Fig. 1: clock wires, drivers and flops
Drawn at 3 px/µm.
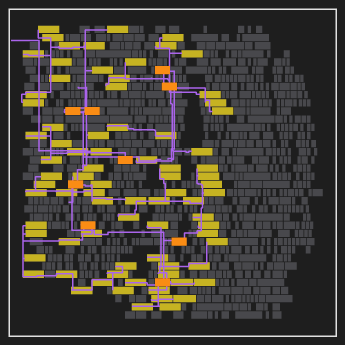
Fig. 2: met1 routing
Drawn at 2 px/µm. Supply wires on this layer in grey.
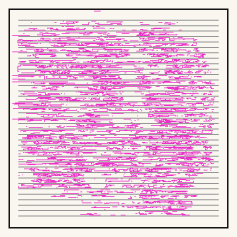
Fig. 3: cell density map
Drawn at 3 px/µm. The die is cut into 11 by 11 equal tiles; white is low, dark blue is high, 0 to 100% covered.
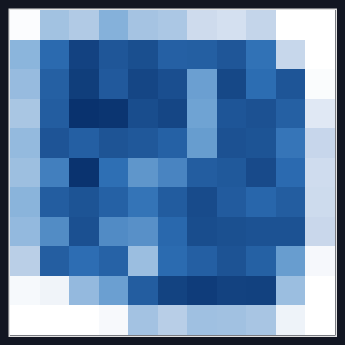
==> config.mk <==
export PLATFORM = sky130hd
export DESIGN_NAME = keypad_scan_ctrl_flat
export DESIGN_NICKNAME = d
export VERILOG_FILES = /design/src/rtl/keypad_pkg.sv /design/src/rtl/keypad_scan_ctrl_if.sv /design/src/rtl/keypad_scan_ctrl_sync2.sv /design/src/rtl/keypad_scan_ctrl.sv /design/src/flat_wrapper.sv
export SDC_FILE = /design/constraint.sdc
export NUM_CORES = 1
export LEC_CHECK = 0
export ABC_AREA = 1
export CAP_MARGIN = 20
export CORE_MARGIN = 4
export CORE_UTILIZATION = 55
export CTS_CLUSTER_SIZE = 12
export DETAILED_ROUTE_END_ITERATION = 8
export PLACE_DENSITY = 0.76
export SYNTH_ARGS = -nofsm -noshare
export SYNTH_HDL_FRONTEND = slang
export SYNTH_SLANG_ARGS = --single-unit
==> constraint.sdc <==
create_clock -name clk -period 8.4 [get_ports clk]
set_clock_uncertainty 0.1 [all_clocks]
set_input_delay 1.26 -clock clk [delete_from_list [all_inputs] [get_ports clk]]
set_output_delay 1.26 -clock clk [all_outputs]
set_load 0.03 [all_outputs]
==> flow_summary.ini <==
; flow metrics
[status]
status = finished, final reports clean

[critical_path]
worst_setup_path_class = reg2reg
ff_to_ff_setup_slack_ps = 170
cpPeakStageDelay_ps = 340
arrival_time_at_the_worst_endpoint_ps = 8380

[place]
placedCellCount = 992
place_hpwl_um = 9260

[logic_synthesis]
async_reset_ff_share_pct = 0
synth.distinct_cells = 52
synth.yosys.chip_area_mm2 = 0.00555
number_of_warning_messages_in_the_yosys_log = 0
post_synth_instance_area_mm2 = 0.00555
synthTopCellsByCount = sky130_fd_sc_hd__nand2_1 (213), sky130_fd_sc_hd__inv_1 (130), sky130_fd_sc_hd__dfxtp_1 (80)
netlist.top_cell.by_instances = sky130_fd_sc_hd__nand2_1
syn-instance-count = 812

[die]
std_cell_rows = 36
die-width_um = 108
vertical_die_dimension_um = 108

[global_routing]
grt_pass1_vias = 5347
initial_antenna_violation_count = 0

[clock_network]
cts_root_buffer = sky130_fd_sc_hd__clkbuf_8
ctsHtreeMaxLevel = 3
numCtsBuffers = 9
cts.repair.resized = 24

[flow_run]
log.warning_count = 33

[routing]
drt_wl_cell_um = 13.8
met1Wirelength_um = 6250
drt_first_pass_iters = 5
antenna_violating_nets_post_route = 0
routed.top_layer = met4

[power]
power_top_consumer = sequential cells
share_seq_of_total_power_pct = 57.5
p_switching_w = 0.000162
vdd.ir_drop.worst_uv = 114
post-layout-total-power_w = 0.000668

[worst_hold_path]
hp-class = reg2reg

[layout]
layout.nonclk_buf_share_pct = 13.3
fillers = 762
largest_class = multi-input combinational cells
final-clk-cell-share_pct = 2.53
post-route-cell-area_mm2 = 0.00713
comb_share_pct = 52.0

[timing]
slew-limit-headroom_pct = 40.1
timing.hold.ws_ps = 321
About Fig. 1:
[yellow] flip-flops | count: 80
[purple] clock wires | length: 982 µm
[orange] clock drivers | count: 9
routed clock nets	10
worst-skew pair later-pin latency: 360 ps
Clk pwr share: 39.7%

About Fig. 2:
main direction	horizontal
nets with wire on the layer	903
longest straight run	28.5 µm
wire length on this layer	6250 µm
count of vias placed by the detailed router: 5541
routed wire length: 14500 µm
met1 usage: 28.8%

About Fig. 3:
mean over tiles	59%
tiles over 75% full	50%
emptiest ninth of the die	south-west
nearly empty tiles	7.4%
core area: 0.00982 mm²
Floorplan Utilization: 56.5%
Final Core Density: 72.6%

-- worst max-delay path: cells and delay by family (launching register included) --
family / cells / cell delay, ps
AOI/OAI and AO/OA: 2 / 170
adders and majority gates: 14 / 3280
buffers and inverters: 7 / 630
DFF: 1 / 340
and+or+nand+nor: 38 / 3580
-- routing by layer --
metal	vias to the layer above	GRT usage, %
met2	150	43.4
li1	2782	-
met1	2579	28.8
met3	30	2.63
met4	0	8.75
met5	-	0
-- cell families (layout without fill, tap and decap cells) --
family                     count (synthesis)  after routing  synth area share, %
xor gates and xnor gates                   5              5                0.789
AOI/OAI and AO/OA                         80             80                 8.74
buffers and inverters                    157            256                 12.7
adders and majority gates                 23             23                 5.18
and+or+nand+nor                          467            469                 43.7
DFF                                       80             80                 28.8
Power and IR drop assume default switching activity.
